<file path="src/rtl/img_mem_arbiter.sv">
// Two-port round-robin arbiter for the 16Kx8 image memory, with bounded lock bursts; IMG_ARB_PRIO0_EN selects req0 priority with a req1 starvation guard.
// Latency: grant combinational at T, memory address/strobe at T+1, read data at T+2; one access per cycle.
// Backpressure: a requester holds req/addr/we/wdata until its gnt; rvalid cannot be stalled.
module img_mem_arbiter #(
  parameter int ADDR_W   = 14,
  parameter int DATA_W   = 8,
  parameter int MAX_LOCK = 9
) (
  input  logic              clk,
  input  logic              reset,
  input  logic              req0,
  input  logic              lock0,
  input  logic              we0,
  input  logic [ADDR_W-1:0] addr0,
  input  logic [DATA_W-1:0] wdata0,
  output logic              gnt0,
  output logic              rvalid0,
  output logic [DATA_W-1:0] rdata0,
  input  logic              req1,
  input  logic              lock1,
  input  logic              we1,
  input  logic [ADDR_W-1:0] addr1,
  input  logic [DATA_W-1:0] wdata1,
  output logic              gnt1,
  output logic              rvalid1,
  output logic [DATA_W-1:0] rdata1,
  output logic [ADDR_W-1:0] mem_addr,
  output logic              mem_wen,
  output logic [DATA_W-1:0] mem_wdata,
  input  logic [DATA_W-1:0] mem_rdata,
  output logic              busy
);

  localparam int CNT_W = $clog2(MAX_LOCK + 1);

  localparam logic [1:0] S_IDLE = 2'd0;
  localparam logic [1:0] S_OWN0 = 2'd1;
  localparam logic [1:0] S_OWN1 = 2'd2;

  logic [1:0]       state;
  logic [1:0]       state_nxt;
  logic             last;
  logic             last_nxt;
  logic [CNT_W-1:0] lock_cnt;
  logic [CNT_W-1:0] lock_cnt_nxt;
  logic [CNT_W-1:0] lock_cnt_inc;
  logic             lock_done;
  logic             idle_pick1;

  logic             p1_vld;
  logic             p1_id;
  logic             p1_rd;
  logic             p2_vld;
  logic             cap0;
  logic             cap1;

`ifdef IMG_ARB_PRIO0_EN
  logic [3:0] starve_cnt;

  always_ff @(posedge clk) begin
    if (!reset) begin
      starve_cnt <= 4'd0;
    end else if (gnt1) begin
      starve_cnt <= 4'd0;
    end else if (req1 && (starve_cnt != 4'hF)) begin
      starve_cnt <= starve_cnt + 4'd1;
    end
  end

  // Requester 0 wins ties unless requester 1 has waited long enough.
  assign idle_pick1 = (starve_cnt == 4'hF);
`else
  assign idle_pick1 = ~last;
`endif

  always_comb begin
    gnt0 = 1'b0;
    gnt1 = 1'b0;
    case (state)
      S_IDLE: begin
        if (req0 && req1) begin
          gnt1 = idle_pick1;
          gnt0 = ~idle_pick1;
        end else begin
          gnt0 = req0;
          gnt1 = req1;
        end
      end
      S_OWN0:  gnt0 = req0;
      S_OWN1:  gnt1 = req1;
      default: begin
        gnt0 = 1'b0;
        gnt1 = 1'b0;
      end
    endcase
    // A grant during reset would be dropped by the pipeline, so never show one.
    if (!reset) begin
      gnt0 = 1'b0;
      gnt1 = 1'b0;
    end
  end

  assign lock_cnt_inc = lock_cnt + CNT_W'(1);
  assign lock_done    = (lock_cnt_inc == CNT_W'(MAX_LOCK));

  always_comb begin
    state_nxt    = state;
    last_nxt     = last;
    lock_cnt_nxt = lock_cnt;
    case (state)
      S_IDLE: begin
        if (gnt0) begin
          last_nxt = 1'b0;
          if (lock0) begin
            state_nxt    = S_OWN0;
            lock_cnt_nxt = CNT_W'(1);
          end
        end else if (gnt1) begin
          last_nxt = 1'b1;
          if (lock1) begin
            state_nxt    = S_OWN1;
            lock_cnt_nxt = CNT_W'(1);
          end
        end
      end
      S_OWN0: begin
        last_nxt = 1'b0;
        if (!req0 || !lock0 || lock_done) begin
          state_nxt    = S_IDLE;
          lock_cnt_nxt = '0;
        end else begin
          lock_cnt_nxt = lock_cnt_inc;
        end
      end
      S_OWN1: begin
        last_nxt = 1'b1;
        if (!req1 || !lock1 || lock_done) begin
          state_nxt    = S_IDLE;
          lock_cnt_nxt = '0;
        end else begin
          lock_cnt_nxt = lock_cnt_inc;
        end
      end
      default: begin
        state_nxt    = S_IDLE;
        lock_cnt_nxt = '0;
      end
    endcase
  end

  always_ff @(posedge clk) begin
    if (!reset) begin
      state    <= S_IDLE;
      last     <= 1'b1;
      lock_cnt <= '0;
    end else begin
      state    <= state_nxt;
      last     <= last_nxt;
      lock_cnt <= lock_cnt_nxt;
    end
  end

  // Stage 1: registered memory command plus its {valid, id, is-read} tag.
  always_ff @(posedge clk) begin
    if (!reset) begin
      mem_addr  <= '0;
      mem_wen   <= 1'b0;
      mem_wdata <= '0;
      p1_vld    <= 1'b0;
      p1_id     <= 1'b0;
      p1_rd     <= 1'b0;
    end else begin
      p1_vld  <= gnt0 | gnt1;
      p1_id   <= gnt1;
      p1_rd   <= (gnt0 & ~we0) | (gnt1 & ~we1);
      mem_wen <= (gnt0 & we0) | (gnt1 & we1);
      if (gnt1) begin
        mem_addr  <= addr1;
        mem_wdata <= wdata1;
      end else if (gnt0) begin
        mem_addr  <= addr0;
        mem_wdata <= wdata0;
      end
    end
  end

  assign cap0 = p1_vld & p1_rd & ~p1_id;
  assign cap1 = p1_vld & p1_rd &  p1_id;

  // Stage 2: read data returns to the port named by the tag; rdata holds between reads.
  always_ff @(posedge clk) begin
    if (!reset) begin
      p2_vld  <= 1'b0;
      rvalid0 <= 1'b0;
      rvalid1 <= 1'b0;
      rdata0  <= '0;
      rdata1  <= '0;
    end else begin
      p2_vld  <= p1_vld;
      rvalid0 <= cap0;
      rvalid1 <= cap1;
      if (cap0) begin
        rdata0 <= mem_rdata;
      end
      if (cap1) begin
        rdata1 <= mem_rdata;
      end
    end
  end

  assign busy = gnt0 | gnt1 | p1_vld | p2_vld;

endmodule

</file>
<file path="config.mk">
export PLATFORM = sky130hd
export DESIGN_NAME = img_mem_arbiter
export DESIGN_NICKNAME = d
export VERILOG_FILES = /design/src/rtl/img_mem_arbiter.sv
export SDC_FILE = /design/constraint.sdc
export NUM_CORES = 1
export LEC_CHECK = 0
export ABC_AREA = 1
export CAP_MARGIN = 40
export CORE_ASPECT_RATIO = 1.2
export CORE_MARGIN = 3
export CORE_UTILIZATION = 25
export CTS_BUF_LIST = sky130_fd_sc_hd__clkbuf_4
export DETAILED_ROUTE_END_ITERATION = 10
export SLEW_MARGIN = 0
export SYNTH_ARGS = -nofsm -noshare
export SYNTH_HDL_FRONTEND = slang
export SYNTH_SLANG_ARGS = --single-unit
export TNS_END_PERCENT = 50
</file>
<file path="constraint.sdc">
create_clock -name clk -period 2.4 [get_ports clk]
set_clock_uncertainty 0.2 [all_clocks]
set_input_delay 0.48 -clock clk [delete_from_list [all_inputs] [get_ports clk]]
set_output_delay 0.48 -clock clk [all_outputs]
set_load 0.05 [all_outputs]
</file>
run_1/clock_wires.png
Bar = 20 um.
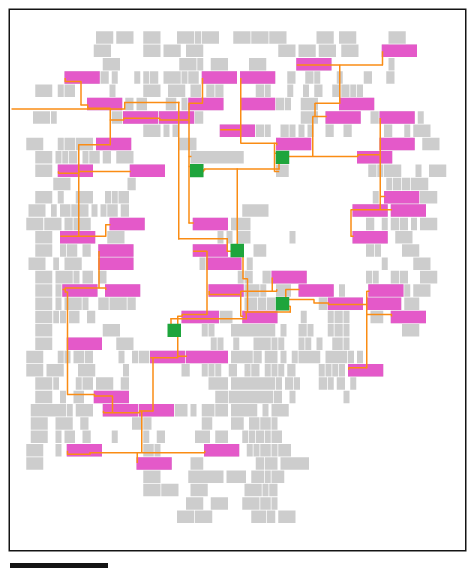
- clock-net drivers: green (count 5)
- flip-flops: magenta (count 52)
- clock wires: orange (length 644 um)
- routed clock nets: 6
P_clk: 513 uW
Clock Power Share: 13.5%

run_1/pinout.png
Pins as bars across the die edge, other pins in gray.
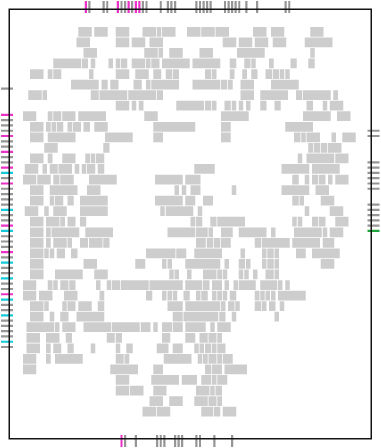
- wdata1: cyan (pins 8; direction input; edge left)
- reset: green (pins 1; direction input; edge right)
- addr1: magenta (pins 14; direction input; edge 8 left, 5 top, 1 bottom)
Port Buffers: 103
die span in y: 110 um
die width: 93.0 um

==> impl_metrics.csv, run 1 <==
group,metric,value,unit
synth,async_reset_ff_share,0,%
power,seqPwrFrac,31.3,%
cts,htreeDepth,2,
final_layout,lay_top_cells,"clkdlybuf4s50_1, nand2_1, dfxtp_1",
sta,slew_headroom,60.6,%
final_layout,seqAreaFraction,28.5,%
worst_setup_path,cp-endpoint,"busy",
floorplan,initCoreUtil,26.1,%
global_routing,antenna_found_initial,0,
final_layout,nets,485,
worst_setup_path,critical_path.cell_chain,"clkdlybuf4s50_1, nand2_1, nand2_2, nand2_2, nand2_2, nand2_4, or3_4, buf_8",
final_layout,fin_cells,536,
power,report.power.total,3810,uW
worst_setup_path,r2r_start,"state[1]",
final_layout,antenna_cells,0,
drt,viasPerCell,4.40,
final_layout,drive_gt1_share,11.9,%
worst_hold_path,holdPathStages,2,
final_layout,nClkBuffers,6,
synth,edf_count,0,
sta,worst_slack,-0.0827,ns
worst_setup_path,ff2ff_path_depth,10,
worst_setup_path,slowest_delay,0.48,ns
sta,hold_ws,0.252,ns
worst_setup_path,cp.arrival,1.80,ns
global_routing,use_met1,14.4,%
final_layout,n_all_inverters,31,
worst_setup_path,crit_type,"in2out",
power,p_leak,0.00152,uW
synth,ff_type,"dfxtp_1",
worst_setup_path,rrSetupSlack,0.36,ns
sta,post-route-period-util,103,%
place,gp_congestion,0.802,
job,warnings,33,
final_layout,lay_top_count,"clkdlybuf4s50_1",
final_layout,fillers,920,
final_layout,fin_area,3670,um2
synth,synth_area_leader_cell,"dfxtp_1",
synth,topCellsByArea,"dfxtp_1, nand2_1, o21ai_0",
synth,ys_cells,306,
sta,setup_viol,1,
run_status,status,"finished, violations left",
sta,rsz0062_at_grt,"yes",
synth,ys_warn_count,0,
worst_hold_path,hp-start,"rdata1[4]",
run_status,failed_checks,"negative setup slack",
synth,ys_types,25,
cts,post-cts-setup-buffers,2,
drt,final_antenna_net_count,0,
power,powerDensity,1040,nW/um2
job,cap_violations,0,
power,maxPowerGroup,"combinational logic",
synth,seq_area_frac_synth,45.9,%
worst_setup_path,critical_path_depth,8,
global_routing,grt_pass1_wl,10.4,mm
synth,synth-seq-cells,52,
global_routing,globalRouteOverflowTotal,0,
final_layout,num-nonclk-buffers,120,
final_layout,logic_gates,208,
worst_setup_path,start_kind,"primary input",
drt,vias,2356,
drt,drt-met1-wl,2.65,mm
final_layout,postLayoutCoreUtil,42.2,%
sta,slew_violations,0,
run_1/congestion_map.png
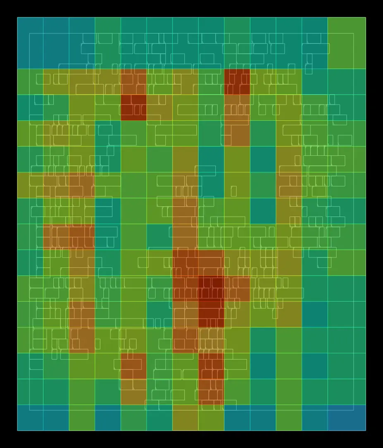
GR Layer Usage met3: 4.55%
Global Route Usage Sum: 12.6%

==> run 1 -> run 2 <==
--- a/config.mk
+++ b/config.mk
@@ -12,6 +12,7 @@
 export CORE_UTILIZATION = 25
 export CTS_BUF_LIST = sky130_fd_sc_hd__clkbuf_4
 export DETAILED_ROUTE_END_ITERATION = 10
+export GPL_TIMING_DRIVEN = 0
 export SLEW_MARGIN = 0
 export SYNTH_ARGS = -nofsm -noshare
 export SYNTH_HDL_FRONTEND = slang
run_2/ff_map.png
Other sequential cells in the stronger gray, the rest of the logic in the fainter gray.
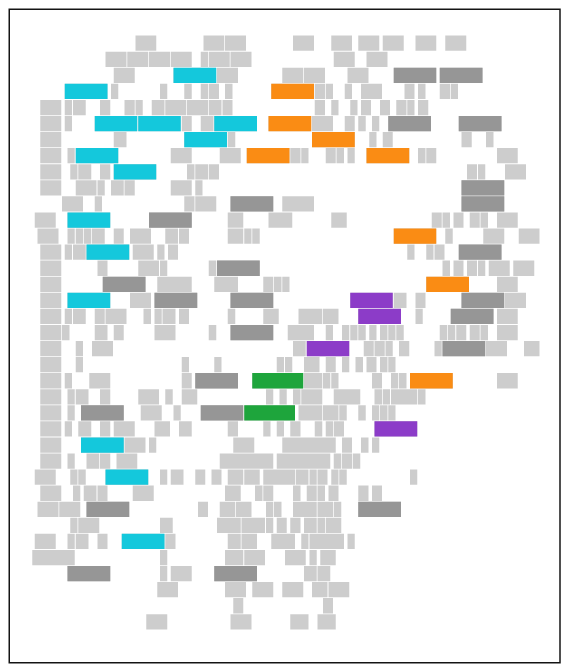
- lock_cnt: purple (sequential cells 4)
- rdata0: orange (sequential cells 8)
- state: green (sequential cells 2)
- mem_addr: cyan (sequential cells 14)
- not colored: 24
Flop area: 1050 um2
P_seq: 1190 uW
Util after Layout: 42.5%
fraction of area in registers: 28.3%

run_2/congestion_map.png
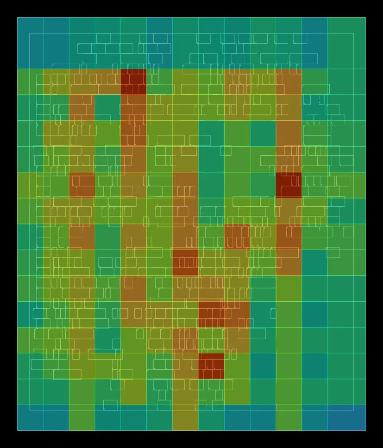
met2 Use GR: 25.4%
GR Layer Usage met3: 4.96%
busiest grt layer: met2
met1 global-route usage: 14.0%

==> impl_metrics.csv, run 2 <==
group,metric,value,unit
power,powerDensity,1040,nW/um2
final_layout,logic_gates,208,
worst_setup_path,cp_top_family,"simple AND/OR/NAND/NOR gates",
global_routing,grt_max_degree,17,
power,seqPwrFrac,31.1,%
synth,ys_sh_adder,3.86,%
final_layout,num-nonclk-buffers,130,
cts,clkSlewWorstSetupHoldPaths,0.16,ns
synth,async_reset_ff_share,0,%
synth,topCellsByArea,"dfxtp_1, nand2_1, o21ai_0",
synth,seq_area_frac_synth,45.9,%
floorplan,core.rowCount,37,
worst_setup_path,ff2ff_path_depth,11,
job,warnings,33,
drt,wl_per_cell,12.8,um
cts,post-cts-setup-buffers,9,
synth,synth_top_cell_by_count,"nand2_1",
place,place_ws,-0.888,ns
worst_setup_path,critical_path_depth,8,
synth,floorplan.nets,373,
final_layout,fillers,939,
sta,post-route-period-util,102,%
drt,maxUsedRoutingLayer,"met4",
sta,rsz0062_at_grt,"yes",
final_layout,largest_reg_flops,14,
run_status,status,"finished, violations left",
final_layout,comb_area_share,29.7,%
synth,ys_cells,306,
power,comb_cell_power,2220,uW
run_status,failed_checks,"negative setup slack",
worst_setup_path,critPathRequiredTime,1.72,ns
sta,slew_headroom,64.5,%
final_layout,fin_cells,546,
worst_setup_path,r2r-end,"mem_wdata[2]",
drt,drt-met1-wl,2.72,mm
floorplan,die_w,93.0,um
job,cap_violations,0,
global_routing,antenna_found_initial,0,
cts,post_cts_resized,41,
cts,tritoncts,"done",
floorplan,tapCellCount,117,
worst_setup_path,critPathLaunch,"state[0]",
place,dpl.hpwl,5.21,mm
global_routing,grt_pass1_wl,11.0,mm
sta,setup_viol,1,
synth,top_logic_kind,"simple AND/OR/NAND/NOR gates",
final_layout,lay_top_count,"clkdlybuf4s50_1",
final_layout,antenna_cells,0,
place,port_buffers,102,
synth,xor_share,0,%
worst_setup_path,crit_type,"reg2out",
drt,wl_met2,3.62,mm
final_layout,layout.area.top_class,"non-clock buffers",
global_routing,grt.total_usage,13.5,%
cts,htreeDepth,2,
synth,edf_count,0,
worst_hold_path,holdPathEnd,"mem_wdata[3]",
synth,synth_area_leader_cell,"dfxtp_1",
drt,vias,2404,
power,vdd_drop_max,0.492,mV
synth,synth-seq-cells,52,
cts,cts_buffers,5,
power,power.clock.fraction,10.9,%
final_layout,regMostFlops,"mem_addr",
drt,viasPerCell,4.40,
final_layout,flops,52,
synth,top_cells_by_count,"nand2_1, dfxtp_1, o21ai_0",
synth,ys_types,25,
place,gp_congestion,0.774,
sta,slew_violations,0,
synth,synthMuxAreaShare,0,%
synth,yosys.area.top_type_share,45.9,%
final_layout,area_growth,63.2,%
worst_setup_path,crit_path_end_kind,"primary output",
synth,syn_area,2270,um2
worst_hold_path,holdPathStages,3,
final_layout,nClkBuffers,6,
final_layout,nonClkBufAreaFrac,32.8,%
power,report.power.total,3830,uW
worst_setup_path,cp-endpoint,"busy",
sta,worst_slack,-0.0430,ns
power,intPower,2070,uW
worst_hold_path,hp-start,"reset",
final_layout,lay_top_cells,"clkdlybuf4s50_1, nand2_1, dfxtp_1",
global_routing,grt_pass1_vias,2360,
power,maxPowerGroup,"combinational logic",
synth,ff_type,"dfxtp_1",
global_routing,globalRouteOverflowTotal,0,
drt,wl,7.00,mm
worst_setup_path,rrSetupSlack,0.21,ns
sta,max_freq,409,MHz
power,power_clock,417,uW
final_layout,n_all_inverters,31,
power,switching_share,46.0,%
final_layout,nets,495,
floorplan,initCoreUtil,26.1,%
drt,final_antenna_net_count,0,
worst_setup_path,crit_fanout,3,
final_layout,clockNetworkAreaShare,1.59,%
sta,hold_ws,0.231,ns
cts,ctsHoldBuffers,0,
worst_setup_path,r2r_start,"state[1]",
sta,min_period,2.44,ns
synth,ys_sh_simple,21.3,%
worst_setup_path,critical_path.cell_chain,"buf_6, ha_4, inv_2, nand2_2, nand2_2, nand2_4, or3_4, buf_8",
final_layout,drive_gt1_share,12.8,%
floorplan,die_y,110,um
synth,ys_warn_count,0,
final_layout,fin_area,3700,um2
sta,worstMarginPinSlew,0.531,ns
synth,syn_area_per_cell,7.41,um2
worst_setup_path,cp.arrival,1.76,ns
worst_setup_path,start_kind,"register",
cts,cts_root_buf,"clkbuf_4",
drt,dr.pass1.iters,4,
final_layout,comb_area,1100,um2
worst_setup_path,slowest_delay,0.38,ns
synth,yosys.area_share.aoi,20.2,%
floorplan,core-area,8700,um2
cts,clk_latency,0.37,ns
power,combPwrFrac,58.0,%
power,p_leak,0.00154,uW
==> run 2 -> run 3 <==
--- a/config.mk
+++ b/config.mk
@@ -13,6 +13,7 @@
 export CTS_BUF_LIST = sky130_fd_sc_hd__clkbuf_4
 export DETAILED_ROUTE_END_ITERATION = 10
 export GPL_TIMING_DRIVEN = 0
+export MAX_ROUTING_LAYER = met4
 export SLEW_MARGIN = 0
 export SYNTH_ARGS = -nofsm -noshare
 export SYNTH_HDL_FRONTEND = slang
run_3/layers.png
Bar = 20 um.
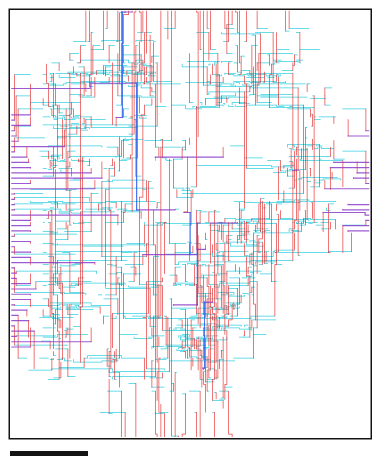
- M3: purple (wire length 443 um)
- M1: cyan (wire length 2810 um)
- M4: blue (wire length 109 um)
- M2: red (wire length 3620 um)

run_3/congestion_map.png
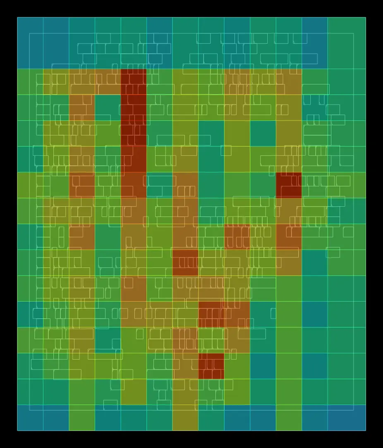
met2 Use GR: 25.6%
GR Layer Usage met3: 4.07%
Global Route Usage Sum: 13.9%

==> impl_metrics.csv, run 3 <==
group,metric,value,unit
final_layout,fin_cells,546,
power,report.power.total,3830,uW
cts,cts_buffers,5,
cts,cts_root_buf,"clkbuf_4",
final_layout,nonClkBufAreaFrac,32.8,%
drt,drt-met1-wl,2.81,mm
drt,wl_met2,3.62,mm
floorplan,core-area,8700,um2
place,port_buffers,102,
cts,tritoncts,"done",
synth,ys_cells,306,
cts,clk_latency,0.37,ns
run_status,failed_checks,"negative setup slack",
place,place_ws,-0.888,ns
worst_setup_path,r2r_start,"state[1]",
final_layout,n_all_inverters,31,
worst_hold_path,holdPathEnd,"mem_wdata[3]",
final_layout,nets,495,
sta,slew_headroom,64.3,%
power,vdd_drop_max,0.493,mV
floorplan,die_w,93.0,um
cts,ctsHoldBuffers,0,
floorplan,tapCellCount,117,
job,cap_violations,0,
power,p_leak,0.00154,uW
global_routing,use_met1,14.4,%
final_layout,layout.area.top_class,"non-clock buffers",
final_layout,logic_gates,208,
sta,rsz0062_at_grt,"yes",
sta,slew_violations,0,
place,gp_congestion,0.785,
cts,clkSlewWorstSetupHoldPaths,0.16,ns
synth,floorplan.nets,373,
final_layout,lay_top_cells,"clkdlybuf4s50_1, nand2_1, dfxtp_1",
worst_setup_path,slowest_delay,0.38,ns
drt,wl,6.98,mm
worst_setup_path,start_kind,"register",
floorplan,die_y,110,um
power,combPwrFrac,58.0,%
synth,synthMuxAreaShare,0,%
synth,edf_count,0,
global_routing,grt_pass1_vias,2374,
synth,ys_sh_adder,3.86,%
power,comb_cell_power,2220,uW
sta,worstMarginPinSlew,0.534,ns
final_layout,nClkBuffers,6,
power,maxPowerGroup,"combinational logic",
power,power.clock.fraction,10.8,%
worst_setup_path,crit_type,"reg2out",
power,p_seq,1190,uW
sta,hold_ws,0.232,ns
final_layout,drive_gt1_share,12.8,%
power,seqPwrFrac,31.1,%
place,dpl.hpwl,5.21,mm
synth,async_reset_ff_share,0,%
final_layout,comb_area,1100,um2
power,intPower,2070,uW
worst_hold_path,hp-start,"reset",
global_routing,grt_pass1_wl,11.0,mm
worst_setup_path,cp-endpoint,"busy",
final_layout,lay_top_count,"clkdlybuf4s50_1",
global_routing,antenna_found_initial,0,
worst_setup_path,critical_path.cell_chain,"buf_6, ha_4, inv_2, nand2_2, nand2_2, nand2_4, or3_4, buf_8",
final_layout,postLayoutCoreUtil,42.5,%
global_routing,grt_max_degree,17,
synth,ff_type,"dfxtp_1",
final_layout,seqAreaFraction,28.3,%
worst_setup_path,critPathRequiredTime,1.72,ns
final_layout,num-nonclk-buffers,130,
worst_setup_path,ff2ff_path_depth,11,
synth,syn_area,2270,um2
power,switching_share,46.0,%
final_layout,largest_reg_flops,14,
drt,vias,2407,
synth,syn_area_per_cell,7.41,um2
final_layout,flops,52,
run_status,status,"finished, violations left",
cts,post-cts-setup-buffers,9,
sta,max_freq,410,MHz
worst_setup_path,crit_fanout,3,
cts,post_cts_resized,41,
job,warnings,33,
synth,top_logic_kind,"simple AND/OR/NAND/NOR gates",
worst_setup_path,cp.arrival,1.76,ns
final_layout,regMostFlops,"mem_addr",
place,dp_cells,525,
synth,ys_warn_count,0,
final_layout,fillers,939,
sta,worst_slack,-0.0418,ns
synth,synth_top_cell_by_count,"nand2_1",
global_routing,top_usage_layer,"met2",
power,powerDensity,1040,nW/um2
drt,maxUsedRoutingLayer,"met4",
sta,min_period,2.44,ns
synth,ys_types,25,
worst_hold_path,holdPathStages,3,
global_routing,globalRouteOverflowTotal,0,
synth,yosys.area_share.aoi,20.2,%
worst_setup_path,critical_path_depth,8,
power,power_clock,415,uW
drt,viasPerCell,4.41,
worst_setup_path,r2r-end,"mem_wdata[2]",
final_layout,regArea,1050,um2
cts,htreeDepth,2,
sta,post-route-period-util,102,%
sta,setup_viol,1,
worst_setup_path,cp_top_family,"simple AND/OR/NAND/NOR gates",
synth,synth-seq-cells,52,
synth,yosys.area.top_type_share,45.9,%
synth,synth_area_leader_cell,"dfxtp_1",
floorplan,initCoreUtil,26.1,%
worst_setup_path,critPathLaunch,"state[0]",
Power is estimated from default activity; no workload was simulated.
